`config.mk`:
```
export PLATFORM = sky130hd
export DESIGN_NAME = simple_in_n_out_exerciser
export DESIGN_NICKNAME = d
export VERILOG_FILES = /design/src/rtl/simple_in_n_out_exerciser_pkg.sv /design/src/rtl/simple_in_n_out_exerciser_settle_timer.sv /design/src/rtl/simple_in_n_out_exerciser.sv
export SDC_FILE = /design/constraint.sdc
export NUM_CORES = 1
export LEC_CHECK = 0
export CORE_UTILIZATION = 45
export CTS_CLUSTER_DIAMETER = 150
export CTS_CLUSTER_SIZE = 30
export DETAILED_ROUTE_END_ITERATION = 7
export PLACE_DENSITY = 0.76
export SLEW_MARGIN = 20
export SYNTH_ARGS = -nofsm -noshare
export SYNTH_HDL_FRONTEND = slang
export SYNTH_SLANG_ARGS = --single-unit
```
`constraint.sdc`:
```
create_clock -name clock -period 3.1 [get_ports clock]
set_input_delay 0.62 -clock clock [delete_from_list [all_inputs] [get_ports clock]]
set_output_delay 0.62 -clock clock [all_outputs]
set_load 0.03 [all_outputs]
```
`src/rtl/simple_in_n_out_exerciser_pkg.sv`:
```
// Shared types and constants for the AND/OR unit exerciser.
package simple_in_n_out_exerciser_pkg;

  typedef enum logic [1:0] {
    ST_IDLE   = 2'd0,
    ST_SETTLE = 2'd1,
    ST_CHECK  = 2'd2,
    ST_DONE   = 2'd3
  } state_e;

  localparam int VEC_W = 3;
  localparam logic [VEC_W-1:0] LAST_VEC = 3'd7;

  // A settle time of zero cycles is treated as one cycle.
  function automatic int eff_settle(input int s);
    return (s < 1) ? 1 : s;
  endfunction

endpackage

```
`src/rtl/simple_in_n_out_exerciser_settle_timer.sv`:
```
// Loadable down-counter with a zero flag, used to time each settle phase.
module simple_in_n_out_settle_timer #(
  parameter int WIDTH = 1
) (
  input  logic             clock,
  input  logic             reset,
  input  logic             load_i,
  input  logic [WIDTH-1:0] load_val_i,
  input  logic             dec_i,
  output logic             zero_o
);

  logic [WIDTH-1:0] cnt_q;

  // Load takes priority over decrement; the count never wraps below zero.
  always_ff @(posedge clock or posedge reset) begin
    if (reset) begin
      cnt_q <= '0;
    end else if (load_i) begin
      cnt_q <= load_val_i;
    end else if (dec_i && (cnt_q != '0)) begin
      cnt_q <= cnt_q - WIDTH'(1);
    end
  end

  assign zero_o = (cnt_q == '0);

endmodule

```
`src/rtl/simple_in_n_out_exerciser.sv`:
```
// Exhaustive exerciser for a three-input AND/OR unit: steps through all
// eight input vectors, holds each for a settle time, checks both responses
// and records a saturating mismatch count plus the first failing vector.
module simple_in_n_out_exerciser
  import simple_in_n_out_exerciser_pkg::*;
#(
  parameter int SETTLE_CYCLES = 2,
  parameter int ERR_WIDTH     = 4
) (
  input  logic                 clock,
  input  logic                 reset,
  input  logic                 start,
  input  logic                 out_1,
  input  logic                 out_2,
  output logic                 in_1,
  output logic                 in_2,
  output logic                 in_3,
  output logic                 busy,
  output logic                 done,
  output logic                 pass,
  output logic [ERR_WIDTH-1:0] err_count,
  output logic                 first_err_valid,
  output logic [VEC_W-1:0]     first_err_vec
);

  localparam int S_EFF = eff_settle(SETTLE_CYCLES);
  localparam int TMR_W = (S_EFF > 1) ? $clog2(S_EFF) : 1;
  // Timer is loaded with S-1 so SETTLE spans exactly S cycles.
  localparam logic [TMR_W-1:0] TMR_LOAD = TMR_W'(S_EFF - 1);

  state_e               state_q, state_d;
  logic [VEC_W-1:0]     vec_q, vec_d;
  logic [VEC_W-1:0]     in_q, in_d;
  logic [ERR_WIDTH-1:0] err_q, err_d;
  logic                 pass_q, pass_d;
  logic                 fev_q, fev_d;
  logic [VEC_W-1:0]     fevec_q, fevec_d;
  logic                 tmr_load, tmr_dec, tmr_zero;
  logic                 mismatch;

  function automatic logic [ERR_WIDTH-1:0] sat_inc(input logic [ERR_WIDTH-1:0] v);
    return (&v) ? v : v + ERR_WIDTH'(1);
  endfunction

  simple_in_n_out_settle_timer #(
    .WIDTH (TMR_W)
  ) u_settle_timer (
    .clock      (clock),
    .reset      (reset),
    .load_i     (tmr_load),
    .load_val_i (TMR_LOAD),
    .dec_i      (tmr_dec),
    .zero_o     (tmr_zero)
  );

  // Ideal unit is AND/OR reduction of the vector; any differing output is one mismatch.
  assign mismatch = (out_1 != (&vec_q)) || (out_2 != (|vec_q));

  // Next-state and datapath updates for the exerciser sequence.
  always_comb begin
    state_d  = state_q;
    vec_d    = vec_q;
    in_d     = in_q;
    err_d    = err_q;
    pass_d   = pass_q;
    fev_d    = fev_q;
    fevec_d  = fevec_q;
    tmr_load = 1'b0;
    tmr_dec  = 1'b0;
    case (state_q)
      ST_IDLE: begin
        if (start) begin
          state_d  = ST_SETTLE;
          vec_d    = '0;
          in_d     = '0;
          err_d    = '0;
          pass_d   = 1'b0;
          fev_d    = 1'b0;
          fevec_d  = '0;
          tmr_load = 1'b1;
        end
      end
      ST_SETTLE: begin
        if (tmr_zero) begin
          state_d = ST_CHECK;
        end else begin
          tmr_dec = 1'b1;
        end
      end
      ST_CHECK: begin
        if (mismatch) begin
          err_d = sat_inc(err_q);
          if (!fev_q) begin
            fev_d   = 1'b1;
            fevec_d = vec_q;
          end
        end
        if (vec_q == LAST_VEC) begin
          // Pass is decided from the count including this final check.
          state_d = ST_DONE;
          in_d    = '0;
          pass_d  = (err_d == '0);
        end else begin
          state_d  = ST_SETTLE;
          vec_d    = vec_q + VEC_W'(1);
          in_d     = vec_q + VEC_W'(1);
          tmr_load = 1'b1;
        end
      end
      ST_DONE: begin
        state_d = ST_IDLE;
      end
      default: begin
        state_d = ST_IDLE;
      end
    endcase
  end

  // State and result registers, all cleared asynchronously by reset.
  always_ff @(posedge clock or posedge reset) begin
    if (reset) begin
      state_q <= ST_IDLE;
      vec_q   <= '0;
      in_q    <= '0;
      err_q   <= '0;
      pass_q  <= 1'b0;
      fev_q   <= 1'b0;
      fevec_q <= '0;
    end else begin
      state_q <= state_d;
      vec_q   <= vec_d;
      in_q    <= in_d;
      err_q   <= err_d;
      pass_q  <= pass_d;
      fev_q   <= fev_d;
      fevec_q <= fevec_d;
    end
  end

  assign {in_3, in_2, in_1} = in_q;
  assign busy            = (state_q == ST_SETTLE) || (state_q == ST_CHECK);
  assign done            = (state_q == ST_DONE);
  assign pass            = pass_q;
  assign err_count       = err_q;
  assign first_err_valid = fev_q;
  assign first_err_vec   = fevec_q;

endmodule

```
Figure 1. Routing congestion (run 1).
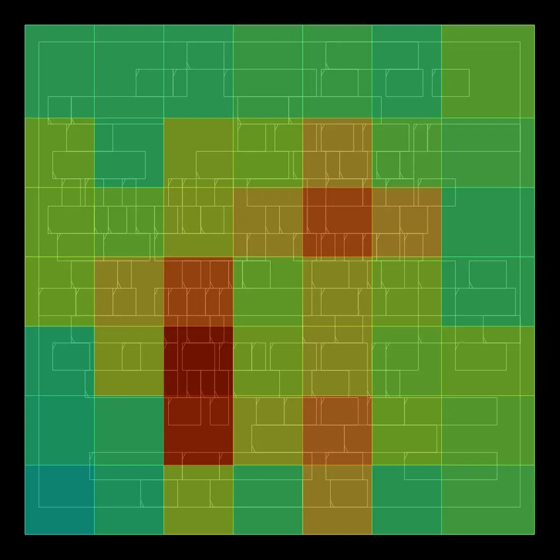
GR peak layer: met2
final core utilization: 0.591
M2 GR Usage: 0.291
met1 Usage GRT: 0.248

Figure 2. Where the registers sit (run 1).
The bar under the picture is 20 µm long.
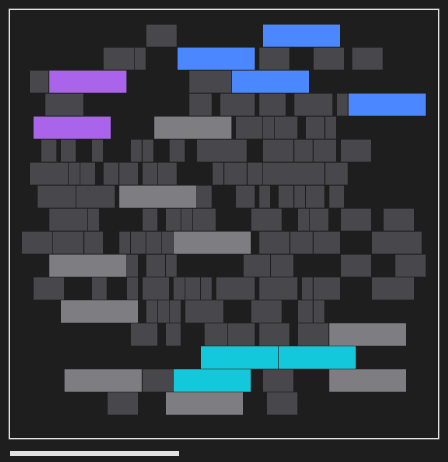
legend:
  purple:
    signal: `state_q`
    flops: 2
  blue:
    signal: `err_count`
    flops: 4
  cyan:
    signal: `first_err_vec`
    flops: 3
not colored: 9

==> summary.txt, run 1 <==
Notes on the physical design

The flow ran to the end, and the final reports show no timing, DRC or antenna violations. The level count of the clock H-tree is 1. The data arrival time at the worst-slack endpoint is 1.77 ns. For this configuration, the core starts out at a cell density of 0.481.

Multi-input logic gates represent a cell area share of 0.440. For this block, the routed nets add up to 2170 µm of wire. Multi-input combinational cells in the finished layout were counted as 79.

The number of fillers in the final layout is 198. The reg-to-reg setup timing slack is 0.95 ns. In this run the horizontal extent of the chip is 50.6 µm.

The die area is 0.00256 mm². The top cell type by instance count after synthesis is sky130_fd_sc_hd__dfrtp_1. After detailed routing, the number of vias per cell comes to 5.42. The switching share of power is 0.459. After technology mapping, the gate count stands at 107.

Before antenna repair, the detailed router went through 4 iterations. The total global-route track usage is 0.189. Counting tap cells, the placed design contains a total of 151 instances. The number of non-clock inverters in the layout is 8.

The final count of negative-setup-slack endpoints is 0. The leakage power is 0.000607 µW. The fraction of power consumed by sequential logic is 0.296. The total overflow reported by the global router is 0. RePlAce ended its routability-driven mode at a weighted congestion of 0.889. The cell class ranked first by area is multi-input combinational cells. In the Yosys stats the netlist draws on 33 distinct library cells.

The total cell area at the placement stage is 0.00127 mm². The number of synthesized register bits is 18. The post-CTS hold buffer count recorded in the log is 0. The count of nets left with antenna violations after detail routing is 0.

The area of the mapped netlist is 0.00106 mm². The number of cells in the yosys synthesis report is 107. The fraction of layout instances using a drive strength above 1 is 0.0945. The delay of the slowest critical-path stage is 0.66 ns. Summed over all failing endpoints, the final setup total negative slack is 0 ns. Counting I/O delays and the setup requirement, the final critical path takes 2.39 ns. Measured on the final layout, the clock distribution area share stands at 0.0278.

The vertical extent of the die is 50.6 µm. On the worst setup and hold paths after CTS, the clock-pin slew comes to 0.10 ns. The synthesis-to-layout area growth is 22.8%. The total power consumption of the routed design is 1310 µW. Setup repair after global routing left no endpoint under its margin. The net total in the final layout is 142. The net switching power is 603 µW. The end point of the most critical hold path is u_settle_timer.cnt_q. The combinational fraction of design power is 0.594.
Figure 3. Selected gate families (run 1).
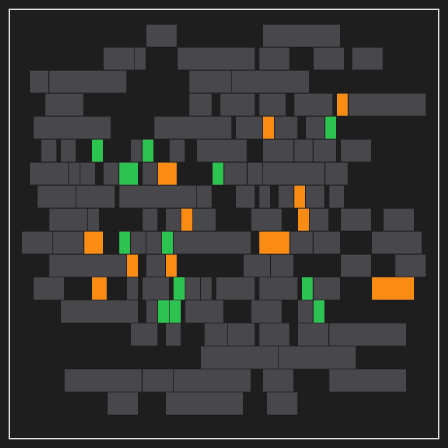
legend:
  orange:
    family: NOR gates
    cells: 12
  green:
    family: NAND gates
    cells: 12

Figure 4. Routed metal, one color a layer (run 1).
The bar under the picture is 20 µm long. Only two layers are drawn.
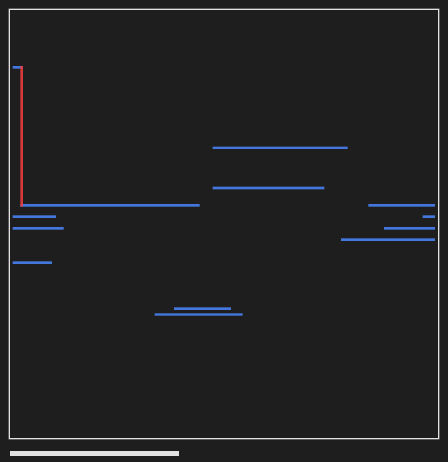
legend:
  red:
    layer: met4
    wire_length: 16.3 µm
  blue:
    layer: met3
    wire_length: 107 µm

==> run 1: worst register-to-register path, stage by stage (launching register included) <==
cell and delay, ns:
sky130_fd_sc_hd__dfrtp_1 0.43, sky130_fd_sc_hd__ha_1 0.17, sky130_fd_sc_hd__ha_1 0.40, sky130_fd_sc_hd__xor2_1 0.44, sky130_fd_sc_hd__o22ai_4 0.15, sky130_fd_sc_hd__a21o_1 0.21, sky130_fd_sc_hd__mux2_2 0.26
==> run 1: metal layers <==
layer  wire [µm]  up-vias  share of wire  GRT usage
met5           0        -              0          0
li1            -      420              -          -
met3         107        2          0.049     0.0303
met4          16        0         0.0074      0.111
met1        1000      401           0.46      0.248
met2        1040       17           0.48      0.291
==> run 2: changes to the inputs <==
- PLACE_DENSITY: 0.76 -> 0.79
- clock period: 3.1 -> 2 ns (I/O delays scaled with it)
Figure 5. Selected gate families (run 2).
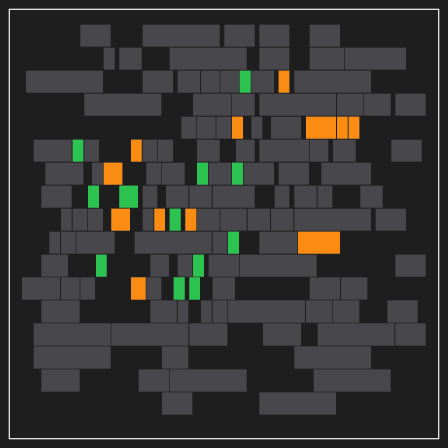
legend:
  green:
    family: NAND gates
    cells: 12
  orange:
    family: NOR gates
    cells: 12

Figure 6. Cells colored by class (run 2).
The bar under the picture is 20 µm long.
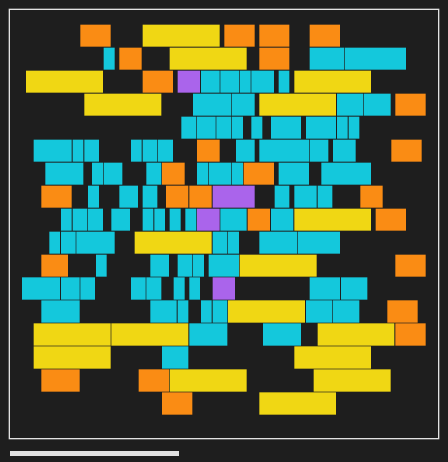
legend:
  orange:
    class: other buffers and delay cells
    cells: 25
    share_of_their_area: 18%
  yellow:
    class: flops
    cells: 18
    share_of_their_area: 34%
  cyan:
    class: all other logic
    cells: 87
    share_of_their_area: 46%
  purple:
    class: clock drivers and dummy loads
    cells: 4
    share_of_their_area: 2.7%

==> run 2 against run 1 <==
  * Power increased by 63%
  * Cell count up 4.5%
  * Utilization up 2.4 points
  * Clock power is 61% higher
  * Largest cell class unchanged
  * Via count rose by 11%
  * Combinational power is 65% higher
  * Sequential cell count stayed put
  * Synthesized cell count is the same
  * Sequential share of layout area shrank 1.4 points
  * Register-to-register slack worse by 0.87 ns
==> summary.txt, run 2 <==
Notes on the physical design

For this run, the final setup violation count is recorded as 0. The die area is 0.00256 mm². Measured on the final layout, the clock distribution area share stands at 0.0267. The first detailed-routing pass took 4 iterations. Using the TritonRoute via totals, the vias-per-cell ratio works out to 5.74.

For met2 alone, demand over resource in global routing was 0.351. For this block, the routed nets add up to 2490 µm of wire. The post-placement cell count is 158.

Wire segments on met3 add up to 93 µm in the final route. Data on the critical path arrives at its endpoint at 2.14 ns. Per the run report, area growth between synthesis and finish was 27.9%. The net switching power is 988 µW. The delay of the slowest critical-path stage is 0.45 ns. The met3 demand-to-capacity share in global routing is 0.0394. The cell class ranked first by area is multi-input combinational cells. Across every metal layer, demand over resource in global routing totals 0.225. The global routing report lists met1 layer usage as 0.305. The area of the mapped netlist is 0.00106 mm². Signal nets in the final route climb as high as met4. After detailed routing, the met2 layer carries 1190 µm of wire. The top cell type by instance count after synthesis is sky130_fd_sc_hd__dfrtp_1. The synthesized netlist contains 33 unique library cells.

The initial cell density of the core is 0.481. The horizontal extent of the die is 50.6 µm. The finished layout reports a core utilization of 0.615. The layout contains a multi-input combinational cell count of 79. The run finished with clean final reports. The final setup TNS is 0 ns. Switching power as a fraction of the total was reported as 0.462. The fraction of layout instances using a drive strength above 1 is 0.142.

The die is 50.6 µm tall. The fraction of power consumed by sequential logic is 0.285. The completed layout was analyzed and its total power is 2140 µW. RePlAce ended its routability-driven mode at a weighted congestion of 0.956.
-- run 2: cell counts after synthesis --
No cell type changed its count.
-- run 2: worst max-delay path by stage --
| stage | startpoint | end | depth (start not counted) |
|---|---|---|---|
| after floorplan | vec_q[0] | err_count[0] | 6 |
| after global placement | start | err_count[0] | 6 |
| after detailed placement | out_1 | pass | 6 |
| after CTS | state_q[1] | done | 2 |
| after global routing | vec_q[0] | pass | 7 |
| final | vec_q[0] | pass | 7 |
-- run 2: worst max-delay path, delay by kind of cell (launching register included) --
family | cells | cell delay (ns)
AND-OR/OR-AND | 2 | 0.51
flip-flops | 1 | 0.45
adder cells (fa/ha/maj) | 2 | 0.44
XOR/XNOR | 2 | 0.26
buffers and inverters | 1 | 0.16
Power is estimated from default activity; no workload was simulated.
